==> images/metal_density.png <==
The bar under the picture is 50 µm long. 20 x 20 tiles, from dark purple (low) to yellow (high), scaled to the fullest tile. Values are wire area over tile area, all layers added.
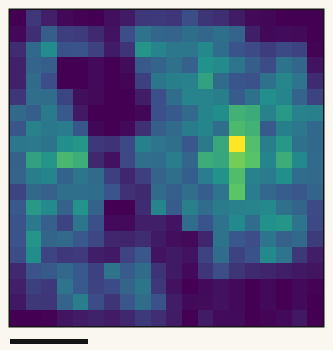
==> images/placement_by_type.png <==
The bar under the picture is 50 µm long.
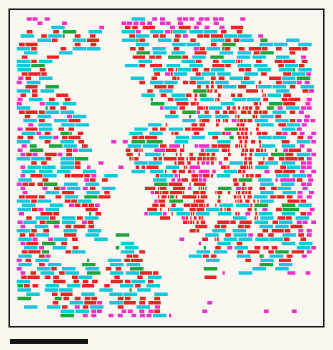
==> images/io_fan.png <==
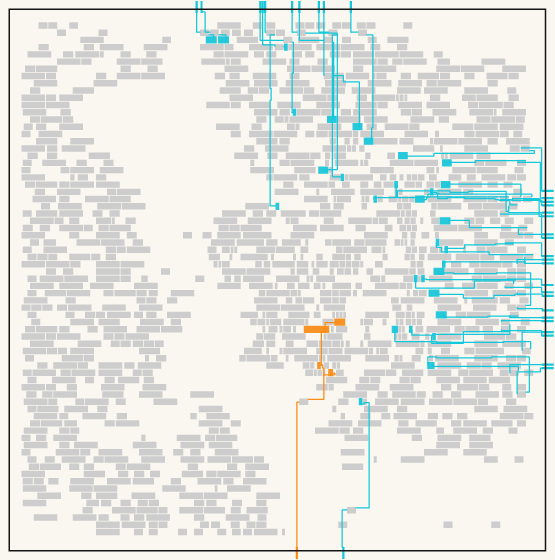
==> images/sizes.png <==
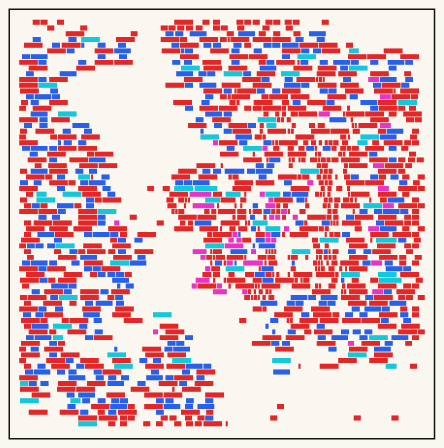
### config.mk
export PLATFORM = sky130hd
export DESIGN_NAME = core_ifu_fetch_buf
export DESIGN_NICKNAME = d
export VERILOG_FILES = /design/src/rtl/core_ifu_fetch_buf_pkg.sv /design/src/rtl/core_ifu_fetch_buf_entries.sv /design/src/rtl/core_ifu_fetch_buf.sv
export SDC_FILE = /design/constraint.sdc
export NUM_CORES = 1
export LEC_CHECK = 0
export CAP_MARGIN = 20
export CORE_AREA = 4 4 197 199
export DETAILED_ROUTE_END_ITERATION = 10
export DIE_AREA = 0 0 201 203
export GPL_ROUTABILITY_DRIVEN = 1
export PLACE_DENSITY = 0.66
export RECOVER_POWER = 25
export SYNTH_ARGS = -nofsm -noshare
export SYNTH_HDL_FRONTEND = slang
export SYNTH_SLANG_ARGS = --single-unit
### constraint.sdc
create_clock -name clk -period 3.9 [get_ports clk]
set_clock_uncertainty 0.1 [all_clocks]
set_input_delay 0.78 -clock clk [delete_from_list [all_inputs] [get_ports clk]]
set_output_delay 0.78 -clock clk [all_outputs]
set_load 0.01 [all_outputs]
### src/rtl/core_ifu_fetch_buf_pkg.sv
// rtl/core_ifu_fetch_buf_pkg.sv - shared widths, reset PC and response classification for the fetch buffer
package core_ifu_fetch_buf_pkg;

  localparam int          CORE_PC_WIDTH   = 32;
  localparam int          CORE_INST_WIDTH = 32;
  localparam logic [31:0] CORE_RESET_PC   = 32'h8000_0000;
  localparam int          CORE_IBUF_DEPTH = 4;

  // What an incoming memory response does to the buffer state.
  typedef enum logic [1:0] {
    RSP_NONE,
    RSP_DROP,
    RSP_FILL,
    RSP_ERR
  } rsp_act_e;

endpackage

### src/rtl/core_ifu_fetch_buf_entries.sv
// rtl/core_ifu_fetch_buf_entries.sv - DEPTH x {pc, inst, filled} storage with alloc/fill write ports
module core_ifu_fetch_buf_entries
  import core_ifu_fetch_buf_pkg::*;
#(
  parameter int PC_WIDTH   = CORE_PC_WIDTH,
  parameter int INST_WIDTH = CORE_INST_WIDTH,
  parameter int DEPTH      = CORE_IBUF_DEPTH,
  parameter int AW         = $clog2(DEPTH)
) (
  input  logic                  clk,
  input  logic                  rst_n,
  input  logic                  i_alloc_en,
  input  logic [AW-1:0]         i_alloc_idx,
  input  logic [PC_WIDTH-1:0]   i_alloc_pc,
  input  logic                  i_fill_en,
  input  logic [AW-1:0]         i_fill_idx,
  input  logic [INST_WIDTH-1:0] i_fill_inst,
  input  logic [AW-1:0]         i_rd_idx,
  output logic [PC_WIDTH-1:0]   o_rd_pc,
  output logic [INST_WIDTH-1:0] o_rd_inst,
  output logic                  o_rd_filled
);

  logic [PC_WIDTH-1:0]   r_pc     [DEPTH];
  logic [INST_WIDTH-1:0] r_inst   [DEPTH];
  logic [DEPTH-1:0]      r_filled;

  // Alloc and fill never target the same slot: fill only lands on an older, already allocated entry.
  always_ff @(posedge clk or negedge rst_n) begin
    if (!rst_n) begin
      for (int i = 0; i < DEPTH; i++) begin
        r_pc[i]   <= '0;
        r_inst[i] <= '0;
      end
      r_filled <= '0;
    end else begin
      if (i_alloc_en) begin
        r_pc[i_alloc_idx]     <= i_alloc_pc;
        r_filled[i_alloc_idx] <= 1'b0;
      end
      if (i_fill_en) begin
        r_inst[i_fill_idx]   <= i_fill_inst;
        r_filled[i_fill_idx] <= 1'b1;
      end
    end
  end

  assign o_rd_pc     = r_pc[i_rd_idx];
  assign o_rd_inst   = r_inst[i_rd_idx];
  assign o_rd_filled = r_filled[i_rd_idx];

endmodule

### src/rtl/core_ifu_fetch_buf.sv
// rtl/core_ifu_fetch_buf.sv - pipelined instruction fetch front-end with in-order response buffer
module core_ifu_fetch_buf
  import core_ifu_fetch_buf_pkg::*;
#(
  parameter int                 PC_WIDTH   = CORE_PC_WIDTH,
  parameter int                 INST_WIDTH = CORE_INST_WIDTH,
  parameter int                 DEPTH      = CORE_IBUF_DEPTH,
  parameter logic [PC_WIDTH-1:0] RESET_PC  = PC_WIDTH'(CORE_RESET_PC)
) (
  input  logic                  clk,
  input  logic                  rst_n,
  input  logic                  i_pipe_flush_req,
  input  logic [PC_WIDTH-1:0]   i_flush_pc,
  output logic                  mem_req_valid,
  input  logic                  mem_req_ready,
  output logic [PC_WIDTH-1:0]   mem_req_addr,
  input  logic                  mem_rsp_valid,
  input  logic [INST_WIDTH-1:0] mem_rsp_inst,
  output logic                  valid_out,
  input  logic                  ready_out,
  output logic [INST_WIDTH-1:0] o_inst,
  output logic [PC_WIDTH-1:0]   o_pc
);

  localparam int AW  = $clog2(DEPTH);
  localparam int PW  = AW + 1;
  localparam int PW1 = PW + 1;

  logic [PC_WIDTH-1:0] r_fetch_pc;
  logic [PW-1:0]       r_alloc, r_fill, r_rd, r_drop_cnt;

  logic [PW-1:0]       w_used, w_pending, w_flush_drop;
  logic [PW1-1:0]      w_inflight;
  logic                w_issue, w_pop, w_head_filled, w_fill_en;
  rsp_act_e            w_rsp_act;

  assign w_used     = r_alloc - r_rd;
  assign w_pending  = r_alloc - r_fill;
  // Everything the memory still owes us, live or stale; this bounds outstanding requests.
  assign w_inflight = PW1'(w_pending) + PW1'(r_drop_cnt);

  assign mem_req_valid = rst_n && !i_pipe_flush_req && (w_used < PW'(DEPTH))
                         && (w_inflight < PW1'(DEPTH));
  assign mem_req_addr  = r_fetch_pc;
  assign w_issue       = mem_req_valid && mem_req_ready;

  assign valid_out = (w_used != '0) && w_head_filled;
  assign w_pop     = valid_out && ready_out && !i_pipe_flush_req;

  always_comb begin
    w_rsp_act = RSP_NONE;
    if (mem_rsp_valid) begin
      if (r_drop_cnt != '0)     w_rsp_act = RSP_DROP;
      else if (w_pending != '0) w_rsp_act = RSP_FILL;
      else                      w_rsp_act = RSP_ERR;
    end
  end

  assign w_fill_en    = (w_rsp_act == RSP_FILL) && !i_pipe_flush_req;
  assign w_flush_drop = r_drop_cnt + w_pending
                        - PW'(mem_rsp_valid && (w_inflight != '0));

  always_ff @(posedge clk or negedge rst_n) begin
    if (!rst_n) begin
      r_fetch_pc <= RESET_PC;
      r_alloc    <= '0;
      r_fill     <= '0;
      r_rd       <= '0;
      r_drop_cnt <= '0;
    end else if (i_pipe_flush_req) begin
      r_fetch_pc <= i_flush_pc;
      r_alloc    <= '0;
      r_fill     <= '0;
      r_rd       <= '0;
      r_drop_cnt <= w_flush_drop;
    end else begin
      if (w_issue) begin
        r_alloc    <= r_alloc + PW'(1);
        r_fetch_pc <= r_fetch_pc + PC_WIDTH'(4);
      end
      case (w_rsp_act)
        RSP_DROP: r_drop_cnt <= r_drop_cnt - PW'(1);
        RSP_FILL: r_fill     <= r_fill + PW'(1);
        default: ;
      endcase
      if (w_pop) r_rd <= r_rd + PW'(1);
    end
  end

  a_rsp_without_req: assert property (@(posedge clk) disable iff (!rst_n) w_rsp_act != RSP_ERR);

  core_ifu_fetch_buf_entries #(
    .PC_WIDTH   (PC_WIDTH),
    .INST_WIDTH (INST_WIDTH),
    .DEPTH      (DEPTH),
    .AW         (AW)
  ) u_entries (
    .clk         (clk),
    .rst_n       (rst_n),
    .i_alloc_en  (w_issue),
    .i_alloc_idx (r_alloc[AW-1:0]),
    .i_alloc_pc  (r_fetch_pc),
    .i_fill_en   (w_fill_en),
    .i_fill_idx  (r_fill[AW-1:0]),
    .i_fill_inst (mem_rsp_inst),
    .i_rd_idx    (r_rd[AW-1:0]),
    .o_rd_pc     (o_pc),
    .o_rd_inst   (o_inst),
    .o_rd_filled (w_head_filled)
  );

endmodule

==> flow_metrics.py <==
# Physical implementation metrics
metrics = {
    "synthesis": {
        "synth_area_um2": 14300,
        "yosysMostFrequentCell": "dfrtp_1",
        "logic_family": "multiplexers",
        "xor_area_share_pct": 1.92,
        "yosys-top-cells-count": "dfrtp_1, mux2_2, mux4_2",
        "synth.cellmix.compoundShare_pct": 2.85,
        "mux_share_pct": 31.5,
        "synth_top_area_share_pct": 53.1,
        "adder_share_pct": 2.31,
        "syn_inst": 974,
        "yosysTopAreaCell": "dfrtp_1",
        "synth_nets": 1068,
        "synth_top_flop_cell": "dfrtp_1",
        "ys_sh_simple_pct": 5.27,
        "top_cells_by_area": "dfrtp_1, mux2_2, mux4_2",
        "edf_count": 0,
        "synth.distinct_cells": 53,
        "ys.flops": 304,
        "yosys.stat.seqShare_pct": 53.3,
        "ys_cells": 974,
        "syn_area_per_cell_um2": 14.7,
        "yosys_warnings": 0,
        "ys_area_um2": 14300,
        "async_flop_share_pct": 100,
    },
    "setup_path": {
        "arrival_ns": 4.07,
        "cp_cell_sequence": "inv_2 -> ha_4 -> inv_2 -> fa_2 -> inv_2 -> fa_2 -> a211oi_2 -> mux2i_2 -> o41a_1 -> ha_1 -> inv_1 -> ha_2 -> fa_2 -> xnor2_2 -> xnor2_1 -> nand2_1 -> o21ai_1",
        "r2r_end": "r_drop_cnt[2]",
        "crit_slowest_cell": "fa_2",
        "reg2reg_setup_slack_ns": 0.15,
        "path_buffers": 4,
        "ff2ff_path_depth": 17,
        "endpoint_kind": "register",
        "cp_max_fo": 3,
        "cp_top_family": "adder cells",
        "max_stage_delay_ns": 0.53,
        "critPathKind": "register to register",
        "rr_startpoint": "r_alloc[0]",
        "cp-start-kind": "register",
        "cp_data_required_time_ns": 4.22,
    },
    "sta": {
        "period_used_pct": 96.2,
        "holdWs_ns": 0.367,
        "worstMarginPinSlew_ns": 1.78,
        "hold_viol": 0,
        "finalCriticalPeriod_ns": 3.75,
        "fmaxAchievable_mhz": 267,
        "setup_tns_ns": 0,
        "maxSlewHeadroom_pct": -18.7,
        "setup_viol": 0,
        "slew_viol_final": 73,
    },
    "clock_tree": {
        "clk_pin_slew_worst_paths_ns": 0.06,
        "htree_num_levels": 2,
        "cts-root-buf": "clkbuf_16",
        "post_cts_buffers": 0,
        "cts_tree": "built",
        "postCtsHoldBufs": 1,
        "cts_resized": 6,
        "numCtsBuffers": 38,
        "worstSkewPairLatency_ns": 0.54,
        "clock-sinks": 304,
        "clock_path_buffers": 3,
    },
    "detailed_routing": {
        "vias_per_cell": 5.39,
        "antenna_left": 0,
        "drt_iter0_markers": 431,
        "remaining_drc_errors": 0,
        "firstDrtPassIters": 5,
    },
    "power": {
        "total_power_w": 0.0102,
        "swShare_pct": 27.8,
        "power_frac_seq_pct": 39.6,
        "powerDensity_nw_per_um2": 572,
        "p_clk_share_pct": 33.6,
        "p_leak_nw": 7.93,
        "switchingPower_w": 0.00283,
        "max-vdd-ir-drop_mv": 0.370,
        "p_int_w": 0.00736,
        "p_seq_w": 0.00404,
        "pg_comb_w": 0.00272,
        "p_clk_w": 0.00343,
        "p_comb_share_pct": 26.7,
        "power_leader": "registers",
    },
    "finish": {
        "logic_gate_count": 578,
        "flop_area_um2": 7620,
        "logic_area_um2": 6330,
        "inv_count": 21,
        "insertedDiodeCount": 0,
        "final-nonclk-buf-share_pct": 11.1,
        "layout_top_cells": "dfrtp_1, mux2_2, clkdlybuf4s50_1",
        "ff_count": 304,
        "sh_comb_area_pct": 35.5,
        "largestClassByArea": "registers",
        "fin_nets": 1235,
        "layout_top_cell": "dfrtp_1",
        "fin_cells": 1642,
        "n_clock_buffer": 50,
        "clk_share_pct": 6.86,
        "nFillCells": 3233,
        "drive_above_1_share_pct": 37.7,
    },
    "placed_design": {
        "dpl_cell_area_um2": 16500,
        "dp.cells": 1569,
        "routabilityCongestion": 0.769,
        "dp_slack_ns": 0.0567,
        "dp_hpwl_mm": 21.9,
    },
    "status": {
        "failed_checks": "capacitance limit, slew limit",
        "status": "finished, violations left",
    },
    "min_path": {
        "holdPathStages": 1,
        "hold_end": "u_entries.r_filled[2]",
        "hold_path.class": "register to register",
        "min_from": "u_entries.r_filled[2]",
    },
    "die": {
        "die_area_um2": 40800,
        "nWellTaps": 474,
        "die_h_um": 203,
        "die_w_um": 201,
        "fp-utilization_pct": 38.3,
    },
    "grt": {
        "grt-ovfl-total": 0,
        "grt_max_degree": 81,
        "grt_pass1_wl_mm": 55.4,
        "antenna_found_initial": 1,
        "grt_pass1_vias": 9446,
        "grt_usage_pct": 17.0,
    },
    "run": {
        "drv_cap": 1,
        "warnings": 35,
    },
}
Notes on metal_density.png above:
mean over tiles: 0.14
tiles over half the peak: 7.5%
fullest tile: 0.53
nearly empty tiles: 10%
WL final: 34.7 mm
Vias: 8,855
wire length per cell: 21.1 µm

Notes on placement_by_type.png above:
| class | color | cells |
|---|---|---|
| combinational and other logic | red | 599 |
| remaining buffers and delay cells | magenta | 198 |
| sequential cells | cyan | 304 |
| clock drivers and dummy loads | green | 67 |
Core Box Area: 37,200 µm²
FP Rows: 71
Final Util: 47.8%
Seq area share: 42.8%
design area: 17,800 µm²

Notes on io_fan.png above:
| port | color | direction | end cells | buffers | wire |
|---|---|---|---|---|---|
| i_flush_pc | cyan | input | 32 | 32 | 1,760 µm |
| mem_rsp_valid | orange | input | 4 | 1 | 105 µm |
IO Port Bufs: 167
num ports: 168

Notes on sizes.png above:
| size | color | cells |
|---|---|---|
| _6 and larger | cyan | 55 |
| _3 and _4 cells | magenta | 44 |
| _2 cells | blue | 341 |
| _0 and _1 cells | red | 728 |
Non-clk bufs: 198
area grow syn2layout: 24.8%
Worst Setup Slack, final: 0.149 ns

==> metal layers <==
layer	vias up	share of wire [%]	GRT usage [%]
met2	235	47	27.2
li1	3913	-	-
met3	43	6.6	4.79
met1	4662	45	23.1
met5	-	0.040	0
met4	2	1.7	4.42
==> how the worst max path moves through the flow <==
stage	from	end	slack [ns]	depth (start not counted)
floorplan	r_alloc[0]	r_drop_cnt[2]	-0.13	19
global placement	r_alloc[0]	mem_req_valid	0.15	10
global route	r_alloc[0]	r_drop_cnt[2]	-0.04	17
CTS	r_alloc[0]	mem_req_valid	0.02	10
finish	r_alloc[0]	r_drop_cnt[2]	0.15	17
detailed placement	r_alloc[0]	mem_req_valid	0.06	10
Power figures rest on the tool's default switching activity, not on a simulated workload.
